## src/rtl/counter_seq_ctrl_pkg.sv

```systemverilog
// Shared definitions for the counter sequencing controller: the FSM state
// type and its fixed encodings, which also appear on the debug state port.
package counter_seq_pkg;

    localparam logic [1:0] ST_IDLE  = 2'd0;
    localparam logic [1:0] ST_RUN   = 2'd1;
    localparam logic [1:0] ST_PAUSE = 2'd2;
    localparam logic [1:0] ST_DONE  = 2'd3;

    typedef enum logic [1:0] {
        IDLE  = ST_IDLE,
        RUN   = ST_RUN,
        PAUSE = ST_PAUSE,
        DONE  = ST_DONE
    } state_t;

endpackage

```

## src/rtl/counter_seq_ctrl_count_core.sv

```systemverilog
// Counter datapath for counter_seq_ctrl: a plain up-counter with a
// synchronous clear that wins over the increment enable.
module count_core #(
    parameter int WIDTH = 4
) (
    input  logic             clk,
    input  logic             reset,
    input  logic             clr,
    input  logic             en,
    output logic [WIDTH-1:0] q
);

    // Count register: reset and clear return to zero, enable steps by one.
    always_ff @(posedge clk) begin
        if (reset) begin
            q <= '0;
        end else if (clr) begin
            q <= '0;
        end else if (en) begin
            q <= q + WIDTH'(1);
        end
    end

endmodule

```

## src/rtl/counter_seq_ctrl.sv

```systemverilog
// Sequencing controller for a free-running up-counter: start/stop/pause,
// programmable period, one-shot or auto-reload mode and a registered
// terminal-count pulse. Defining COUNTER_SEQ_CTRL_PRESCALE_EN adds a
// prescaler so the counter advances once every PRESCALE cycles in RUN.
module counter_seq_ctrl
    import counter_seq_pkg::*;
#(
    parameter int WIDTH    = 4,
    parameter int PRESCALE = 4
) (
    input  logic             clk,
    input  logic             reset,
    input  logic             start,
    input  logic             stop,
    input  logic             pause,
    input  logic             auto_reload,
    input  logic [WIDTH-1:0] period,
    output logic [WIDTH-1:0] count,
    output logic             running,
    output logic             done,
    output logic [1:0]       state
);

    state_t           state_q;
    state_t           state_d;
    logic [WIDTH-1:0] period_q;
    logic             auto_q;
    logic             done_q;
    logic             tick;
    logic             start_ok;
    logic             terminal;
    logic             accept;
    logic             term_tick;
    logic             clr;
    logic             en;

    // A start with a zero period is treated as no start at all.
    assign start_ok = start && (period != '0);
    assign terminal = (count == (period_q - WIDTH'(1)));

`ifdef COUNTER_SEQ_CTRL_PRESCALE_EN
    localparam int PW = $clog2(PRESCALE);
    localparam logic [PW-1:0] PRE_LAST = PW'(PRESCALE - 1);

    logic [PW-1:0] pre_q;

    assign tick = (state_q == RUN) && (pre_q == PRE_LAST);

    // Prescaler: restarts on a new run, on stop and on each tick; holds while paused.
    always_ff @(posedge clk) begin
        if (reset || accept || stop) begin
            pre_q <= '0;
        end else if ((state_q == RUN) && !pause) begin
            pre_q <= tick ? '0 : pre_q + PW'(1);
        end
    end
`else
    logic unused_prescale;

    assign unused_prescale = (PRESCALE > 1);
    assign tick            = (state_q == RUN);
`endif

    // State register.
    always_ff @(posedge clk) begin
        if (reset) begin
            state_q <= IDLE;
        end else begin
            state_q <= state_d;
        end
    end

    // Next-state logic; stop beats pause, pause beats start and the tick.
    always_comb begin
        state_d = state_q;
        case (state_q)
            IDLE: begin
                if (!stop && start_ok) state_d = RUN;
            end
            RUN: begin
                if (stop)                                state_d = IDLE;
                else if (pause)                          state_d = PAUSE;
                else if (tick && terminal && !auto_q)    state_d = DONE;
            end
            PAUSE: begin
                if (stop)        state_d = IDLE;
                else if (!pause) state_d = RUN;
            end
            DONE: begin
                if (stop)          state_d = IDLE;
                else if (start_ok) state_d = RUN;
            end
            default: state_d = IDLE;
        endcase
    end

    // Datapath controls: counter clear/enable, latch strobe and terminal tick.
    always_comb begin
        accept    = 1'b0;
        clr       = 1'b0;
        en        = 1'b0;
        term_tick = 1'b0;
        case (state_q)
            IDLE: begin
                clr    = 1'b1;
                accept = !stop && start_ok;
            end
            RUN: begin
                if (stop) begin
                    clr = 1'b1;
                end else if (!pause && tick) begin
                    term_tick = terminal;
                    if (terminal && auto_q) clr = 1'b1;
                    else if (!terminal)     en  = 1'b1;
                end
            end
            PAUSE: begin
                if (stop) clr = 1'b1;
            end
            DONE: begin
                if (stop) begin
                    clr = 1'b1;
                end else if (start_ok) begin
                    accept = 1'b1;
                    clr    = 1'b1;
                end
            end
            default: clr = 1'b1;
        endcase
    end

    // Period/mode latches update only on an accepted start; done is the
    // terminal tick delayed by one cycle so it is a clean one-cycle pulse.
    always_ff @(posedge clk) begin
        if (reset) begin
            period_q <= '0;
            auto_q   <= 1'b0;
            done_q   <= 1'b0;
        end else begin
            done_q <= term_tick;
            if (accept) begin
                period_q <= period;
                auto_q   <= auto_reload;
            end
        end
    end

    count_core #(
        .WIDTH (WIDTH)
    ) u_count_core (
        .clk   (clk),
        .reset (reset),
        .clr   (clr),
        .en    (en),
        .q     (count)
    );

    assign running = (state_q == RUN);
    assign done    = done_q;
    assign state   = state_q;

endmodule

```

## config.mk

```make
export PLATFORM = sky130hd
export DESIGN_NAME = counter_seq_ctrl
export DESIGN_NICKNAME = d
export VERILOG_FILES = /design/src/rtl/counter_seq_ctrl_pkg.sv /design/src/rtl/counter_seq_ctrl_count_core.sv /design/src/rtl/counter_seq_ctrl.sv
export SDC_FILE = /design/constraint.sdc
export NUM_CORES = 1
export LEC_CHECK = 0
export ABC_AREA = 1
export CORE_MARGIN = 4
export CORE_UTILIZATION = 47
export CTS_BUF_LIST = sky130_fd_sc_hd__clkbuf_8
export DETAILED_ROUTE_END_ITERATION = 10
export PLACE_DENSITY = 0.75
export SETUP_SLACK_MARGIN = 0.5
export SYNTH_ARGS = -nofsm -noshare
export SYNTH_HDL_FRONTEND = slang
export SYNTH_SLANG_ARGS = --single-unit
```

## constraint.sdc

```tcl
create_clock -name clk -period 1.5 [get_ports clk]
set_input_delay 0.45 -clock clk [delete_from_list [all_inputs] [get_ports clk]]
set_output_delay 0.45 -clock clk [all_outputs]
set_load 0.01 [all_outputs]
```

**Run 1: signal wires by layer**

(12 px per um) Only two layers are drawn.
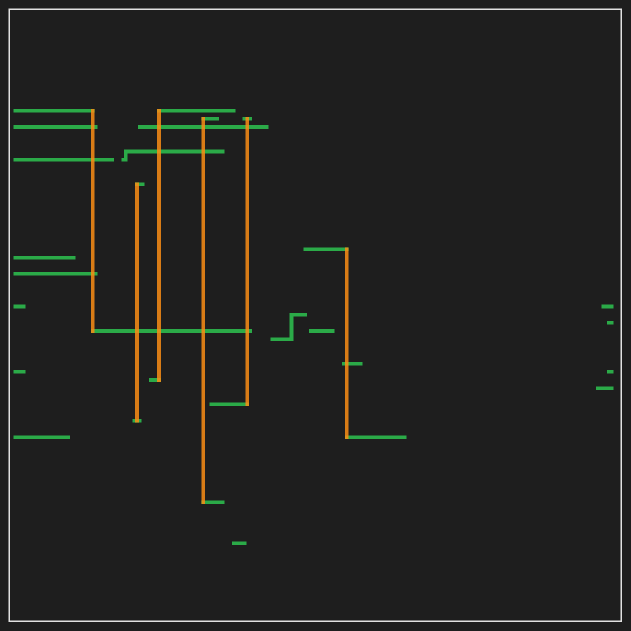
[orange] M4 | wire length: 132 um
[green] M3 | wire length: 104 um

**Run 1: port wiring**

(8 px per um)
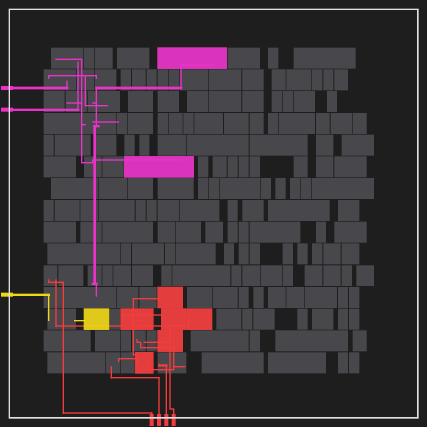
[yellow] auto_reload | bits: 1 | direction: input | edge: left | end cells: 1 | wire: 9.00 um
[magenta] state | bits: 2 | direction: output | edge: left | end cells: 2 | wire: 114 um
[red] period | bits: 4 | direction: input | edge: bottom | end cells: 6 | wire: 122 um

==> impl_metrics.py, run 1 <==
# Metrics from the implementation run
metrics = {
    "grt": {
        "grt_overflow": 0,
        "grt_busiest_layer": "met2",
        "grt_antenna_before_repair": 0,
    },
    "power": {
        "p_clk_frac": 0.137,
        "p_int_w": 0.001240,
        "ir_drop_v": 0.001329,
        "combPwrFrac": 0.642,
        "p_leak_nw": 0.6729,
        "p_comb_w": 0.00139,
        "p_clk_w": 0.000295,
    },
    "clocking": {
        "cts.sinks": 12,
        "cts_tree": "yes",
        "numCtsBuffers": 3,
        "cts-resized-gates": 64,
    },
    "layout": {
        "finalNonFillerCells": 206,
        "nNonClkBuffers": 40,
        "logic_gate_count": 98,
        "final_area_mm2": 0.001499,
        "utilization": 0.8681,
        "synthToLayoutAreaGrowth_pct": 73.37,
        "lay_top_cells": "28 x nand2_1, 19 x buf_4, 13 x inv_1, 12 x inv_2, 12 x nand2_2",
    },
    "timing": {
        "rsz0062_at_grt": "yes",
        "layout_min_cycle_time_ns": 1.579,
        "max_freq_mhz": 633.4,
        "drv_slew": 0,
        "relSlewSlack": 0.7965,
        "post-route-period-util": 1.052,
        "worst_slack_ns": -0.07873,
        "setup_viol": 2,
    },
    "route": {
        "wire_per_inst_um": 13.93,
        "drt_first_iter_violations": 22,
        "drt-total-wl_um": 2869,
        "top_layer_used": "met4",
    },
    "worst_setup_path": {
        "crit_path_end": "state[0]$_SDFFE_PP0P_",
        "r2r_setup_slack_ns": -0.08,
        "r2r_start": "state[0]$_SDFFE_PP0P_",
        "crit_buf_inv": 2,
        "worst_path_max_delay_cell": "dfxtp_4",
        "arrival_ns": 1.71,
        "path_cells": "inv_2, ha_1, inv_1, nor2_2, nand2_1, o21ai_1, a21oi_2, nand3_2, nand2_1, nor2_1",
        "start_kind": "flop",
    },
    "synthesis": {
        "synthCells": 136,
        "mux_area_frac": 0,
        "synth_stat.cells": 136,
        "simple_gate_share": 0.4009,
        "top_area_frac": 0.2779,
        "most_common_cell": "nand2_1",
        "common_cells": "36 x nand2_1, 18 x inv_1, 12 x dfxtp_1, 12 x nor2_1, 11 x nand3_1",
    },
    "placement": {
        "place_congestion": 0.9149,
    },
    "worst_hold_path": {
        "hold_path_depth": 2,
        "worstHoldStart": "period_q[2]$_SDFFE_PP0P_",
    },
    "outcome": {
        "status": "finished, violations left",
        "failed_checks": "negative setup slack",
    },
    "run": {
        "warnings": 33,
    },
    "floorplan": {
        "tap-cell-count": 25,
    },
}
**Run 1: signal wires on met2**

(8 px per um) Cells faint in the background.
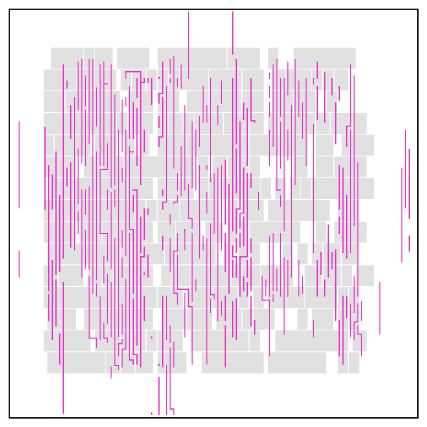
nets with wire on the layer: 173
share of all routed wire: 54%
main direction: vertical
longest straight run: 29.2 um

[run 1: cell families after synthesis]
group,count (synthesis)
buffers and inverters,26
AOI/OAI and AO/OA,15
adders and majority gates,7
xor gates and xnor gates,2
DFF,12
and+or+nand+nor,74
[run 1: flip-flops by register name (all words and copies together) (netlist names)]
name            flops
auto_q              1
done                1
period_q            4
state               2
u_count_core.q      4
[run 1: worst reg2reg max path, stage by stage, from the launching register on]
cell	delay, ns
dfxtp_4	0.40
inv_2	0.08
ha_1	0.20
inv_1	0.10
nor2_2	0.06
nand2_1	0.08
o21ai_1	0.09
a21oi_2	0.20
nand3_2	0.12
nand2_1	0.10
nor2_1	0.04
**Run 1: zoomed window**

Region (28, 28) to (48, 48) um. Cells in grey, sequential cells in the stronger grey; small squares are vias.
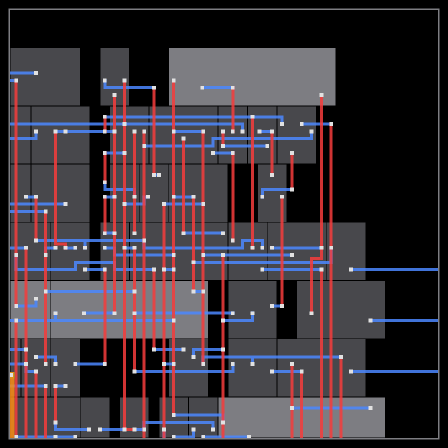

## Run 2: what changed since run 1
--- a/config.mk
+++ b/config.mk
@@ -7,10 +7,10 @@
 export LEC_CHECK = 0
 export ABC_AREA = 1
 export CORE_MARGIN = 4
-export CORE_UTILIZATION = 47
+export CORE_UTILIZATION = 45
 export CTS_BUF_LIST = sky130_fd_sc_hd__clkbuf_8
 export DETAILED_ROUTE_END_ITERATION = 10
-export PLACE_DENSITY = 0.75
+export PLACE_DENSITY = 0.72
 export SETUP_SLACK_MARGIN = 0.5
 export SYNTH_ARGS = -nofsm -noshare
 export SYNTH_HDL_FRONTEND = slang
**Run 2: zoomed window**

Region (29, 29) to (49, 49) um. Cells in grey, sequential cells in the stronger grey; small squares are vias.
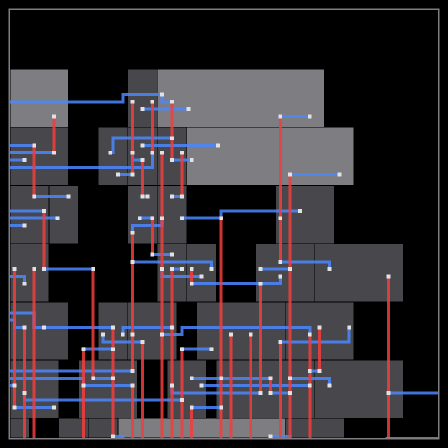
[green] M3
[blue] M1
[red] M2
cells with their middle in the window: 27
netlist names of flops here include: u_count_core.q (2)
most frequent: nand2_1 (5), buf_4 (4)
sequential cells in the window: 2

**Run 2: signal wires on met2**

(8 px per um) Cells faint in the background.
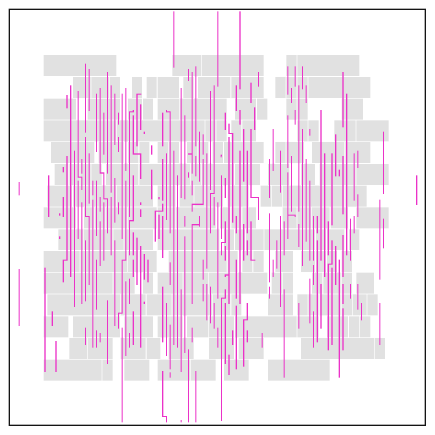
routed vias: 999
M2 GR Usage: 0.4268
final wirelength: 2590 um

**Run 2: port wiring**

(8 px per um)
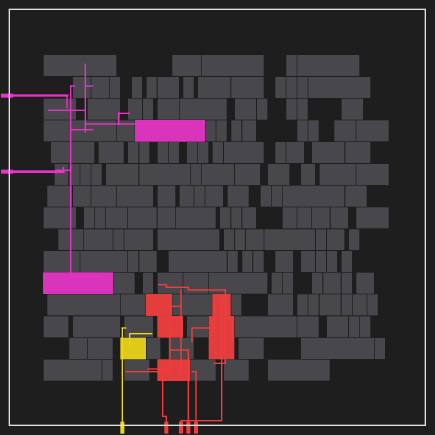
IO buf count: 17
Top Ports: 18

==> run 2 against run 1 <==
The run now ends clean. Maximum frequency grew 8.0%. First-iteration DRC count shrank 36%. Via count shrank 4.7%. Highest routed layer unchanged.
==> impl_metrics.py, run 2 <==
# Metrics from the implementation run
metrics = {
    "outcome": {
        "status": "finished clean",
    },
    "timing": {
        "max_freq_mhz": 684.2,
        "rsz0062_at_grt": "yes",
        "layout_min_cycle_time_ns": 1.462,
        "finalClockSkew_ns": 0.004297,
        "drv_slew": 0,
        "fin_setup_tns_ns": 0,
        "relSlewSlack": 0.7944,
        "setup_viol": 0,
        "worst_slack_ns": 0.03845,
        "post-route-period-util": 0.9744,
    },
    "power": {
        "p_leak_nw": 0.6432,
        "switching_share": 0.4320,
        "power_frac_seq": 0.241,
        "p_comb_w": 0.00122,
        "ir_drop_v": 0.001206,
        "p_clk_w": 0.000295,
        "p_int_w": 0.001136,
        "p_clk_frac": 0.147,
        "finalPower_w": 0.002001,
        "combPwrFrac": 0.611,
    },
    "layout": {
        "finalNonFillerCells": 197,
        "fillers": 118,
        "utilization": 0.8213,
        "synthToLayoutAreaGrowth_pct": 67.58,
        "lay_top_cells": "30 x nand2_1, 13 x inv_1, 13 x buf_4, 11 x inv_2, 11 x nand2_2",
        "drive_gt1_frac": 0.5465,
        "final_nets": 191,
        "final_area_mm2": 0.001449,
        "comb_area_um2": 724.4,
    },
    "worst_setup_path": {
        "crit_path_end": "u_count_core.q[3]$_SDFFE_PP0P_",
        "r2r_start": "period_q[1]$_SDFFE_PP0P_",
        "r2r_setup_slack_ns": 0.04,
        "cp_max_fo": 5,
        "worst_path_max_delay_cell": "dfxtp_2",
        "arrival_ns": 1.60,
        "reg2reg_depth": 12,
        "rr_endpoint": "u_count_core.q[3]$_SDFFE_PP0P_",
        "start_kind": "flop",
        "path_depth": 12,
        "crit_buf_inv": 4,
        "path_cells": "inv_2, ha_4, inv_2, nand2_2, nand2_2, nor2_4, nand3_4, buf_4, nand3_1, nand2_1, inv_1, nor2_1",
    },
    "synthesis": {
        "common_cells": "36 x nand2_1, 18 x inv_1, 12 x dfxtp_1, 12 x nor2_1, 11 x nand3_1",
        "mux_area_frac": 0,
        "ys_warn_count": 0,
        "ys.flops": 12,
        "top_area_frac": 0.2779,
        "simple_gate_share": 0.4009,
        "async_flop_share": 0,
        "synthCells": 136,
        "edf_count": 0,
        "synth_stat.cells": 136,
        "synth_area_um2": 864.6,
        "most_common_cell": "nand2_1",
        "syn_nets": 153,
        "ys_chip_area_um2": 864.6,
    },
    "clocking": {
        "clk_pin_slew_ns": 0.05,
        "htreeDepth": 1,
        "cts_tree": "yes",
        "cts.sinks": 12,
        "cts-resized-gates": 67,
        "numCtsBuffers": 3,
        "insertion_delay_ns": 0.24,
        "cts_buffer_depth": 2,
    },
    "route": {
        "drt_first_iter_violations": 14,
        "wire_per_inst_um": 13.15,
    },
    "grt": {
        "grt_busiest_layer": "met2",
        "grt_overflow": 0,
        "track_usage": 0.2178,
        "met1_usage": 0.2127,
        "grt_antenna_before_repair": 0,
        "grt_first_pass_wirelength_um": 4319,
    },
    "placement": {
        "place_inst": 190,
        "place_congestion": 0.8598,
        "dp.final_hpwl_um": 1775,
    },
    "run": {
        "warnings": 33,
    },
    "worst_hold_path": {
        "hold_path_depth": 2,
        "worstHoldStart": "period_q[2]$_SDFFE_PP0P_",
    },
    "floorplan": {
        "row_count": 15,
        "die_height_um": 51.83,
    },
}
run 2: cell count changes in the layout (fill, tap and decap cells not counted), moves of 2 or more:
| cell | previous run | this run |
|---|---|---|
| clkbuf_2 | 3 | 0 |
| nand2_1 | 28 | 30 |
| buf_6 | 11 | 9 |
| dfxtp_2 | 5 | 7 |
| buf_4 | 19 | 13 |
| dfxtp_1 | 5 | 3 |
| dlygate4sd2_1 | 3 | 7 |
run 2: routing by layer:
layer / vias to the layer above / wire (um)
li1: 501 / -
met5: - / 0
met1: 460 / 1030
met2: 26 / 1396
met4: 0 / 85
met3: 12 / 77
run 2: area by class of cell:
cell class                 instances  share of cell area
timing repair inverter             1            0.005181
sequential                        12              0.1770
timing repair buffer              32              0.1969
clock buffer                       3             0.02850
inverter                          26             0.07081
tap                               25             0.02159
multi-input combinational         98              0.5000
**Run 2: signal wires by layer**

(12 px per um) Only two layers are drawn.
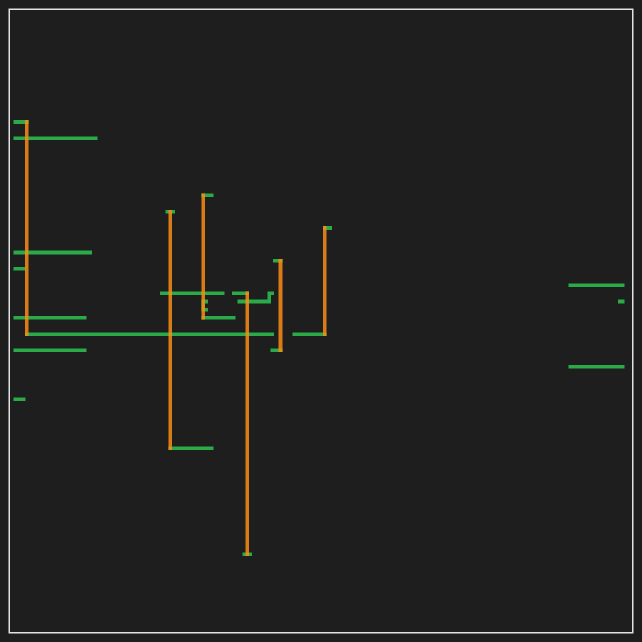

## Run 3: what changed since run 2
--- a/config.mk
+++ b/config.mk
@@ -6,6 +6,7 @@
 export NUM_CORES = 1
 export LEC_CHECK = 0
 export ABC_AREA = 1
+export ABC_CLOCK_PERIOD_IN_PS = 1500
 export CORE_MARGIN = 4
 export CORE_UTILIZATION = 45
 export CTS_BUF_LIST = sky130_fd_sc_hd__clkbuf_8
==> constraint.sdc (replaced) <==
create_clock -name clk -period 1.5 [get_ports clk]
set_input_delay 0.375 -clock clk [delete_from_list [all_inputs] [get_ports clk]]
set_output_delay 0.375 -clock clk [all_outputs]
set_load 0.01 [all_outputs]
**Run 3: signal wires by layer**

(12 px per um) Only two layers are drawn.
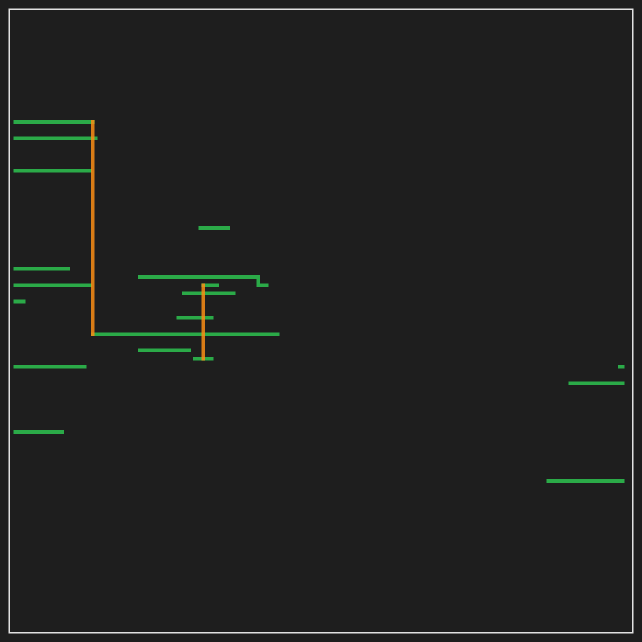
[green] M3 | wire length: 93.6 um
[orange] M4 | wire length: 23.8 um

**Run 3: zoomed window**

Region (29, 29) to (49, 49) um. Cells in grey, sequential cells in the stronger grey; small squares are vias.
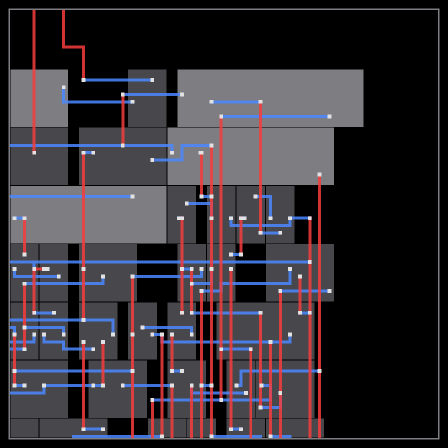
[blue] M1
[red] M2
most frequent: nand2_1 (6), inv_1 (4)
cells with their middle in the window: 27
netlist names of flops here include: u_count_core.q (3)
sequential cells in the window: 3

==> run 3 against run 2 <==
Non-clock buffer count grew 3. Clock-buffer cell count unchanged. First-iteration DRC count is 21% higher. Sequential cell count is the same. Area after synthesis did not move. Setup slack got worse by 0.030 ns. Total power shrank 1.4%. Die area is the same. Synthesized cell count unchanged. Critical path type unchanged. Critical endpoint is now state[1]$_SDFFE_PP0P_.
==> impl_metrics.py, run 3 <==
# Metrics from the implementation run
metrics = {
    "route": {
        "wire_per_inst_um": 11.03,
        "drt-total-wl_um": 2217,
        "top_layer_used": "met4",
        "route.met2.wl_um": 1102,
        "drt_first_iter_violations": 17,
        "wl_met1_um": 997,
    },
    "clocking": {
        "cts_buffer_depth": 2,
        "cts_tree": "yes",
        "clk_pin_slew_ns": 0.05,
    },
    "timing": {
        "layout_min_cycle_time_ns": 1.492,
        "rsz0062_at_grt": "yes",
        "post-route-period-util": 0.9944,
        "setup_viol": 0,
        "relSlewSlack": 0.7971,
    },
    "grt": {
        "grt_first_pass_wirelength_um": 3726,
        "track_usage": 0.1826,
    },
    "layout": {
        "comb_area_um2": 658.1,
        "finalNonFillerCells": 201,
        "utilization": 0.8128,
        "lay_top_cells": "34 x nand2_1, 15 x inv_1, 15 x buf_4, 11 x nor2_1, 10 x inv_2",
    },
    "run": {
        "warnings": 33,
    },
    "outcome": {
        "status": "finished clean",
    },
    "synthesis": {
        "top_area_frac": 0.2779,
        "ys_warn_count": 0,
        "edf_count": 0,
        "ys_chip_area_um2": 864.6,
        "ys.flops": 12,
        "synth_area_um2": 864.6,
    },
    "power": {
        "finalPower_w": 0.001972,
        "p_leak_nw": 0.6571,
        "combPwrFrac": 0.612,
        "p_clk_w": 0.000290,
        "switching_share": 0.4163,
        "p_clk_frac": 0.147,
    },
    "worst_setup_path": {
        "worst_path_max_delay_cell": "dfxtp_4",
        "rr_endpoint": "state[1]$_SDFFE_PP0P_",
        "crit_buf_inv": 2,
        "reg2reg_depth": 7,
        "path_cells": "inv_4, buf_12, ha_4, or2_1, a21oi_2, nand2_1, a21oi_2",
        "r2r_setup_slack_ns": 0.008,
        "cp_max_fo": 4,
    },
    "floorplan": {
        "row_count": 15,
        "die_height_um": 51.83,
    },
    "worst_hold_path": {
        "worstHoldStart": "period_q[2]$_SDFFE_PP0P_",
    },
    "placement": {
        "place_congestion": 0.9094,
        "place_inst": 186,
    },
}
**Run 3: port wiring**

(8 px per um)
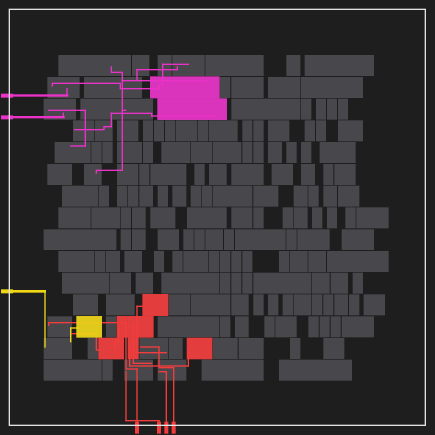
[yellow] auto_reload | bits: 1 | direction: input | edge: left | end cells: 1 | wire: 13.5 um
[magenta] state | bits: 2 | direction: output | edge: left | end cells: 2 | wire: 102 um
[red] period | bits: 4 | direction: input | edge: bottom | end cells: 6 | wire: 93.2 um

-- run 3: layer usage --
layer	vias to the layer above	track usage
li1	505	-
met1	426	0.2133
met2	24	0.3201
met3	4	0.03438
met4	0	0.07860
met5	-	0
-- run 3: repair_timing --
action | 4_1_cts | 5_1_grt
buffers inserted | 6 | 4
hold buffers | 0 | 0
pin swaps | 21 | 8
gates resized | 62 | 12
gates cloned | 1 | 0
setup endpoints to repair | 20 | 20
-- run 3: final cells by class --
class / instances / area share
Timing Repair inverter: 1 / 0.005236
Clock inverter: 1 / 0.002618
Sequential cell: 12 / 0.1815
Timing Repair Buffer: 35 / 0.2295
Inverter: 26 / 0.07155
Clock buffer: 3 / 0.02880
Multi-Input combinational cell: 98 / 0.4590
Tap cell: 25 / 0.02181
Power figures rest on the tool's default switching activity, not on a simulated workload.
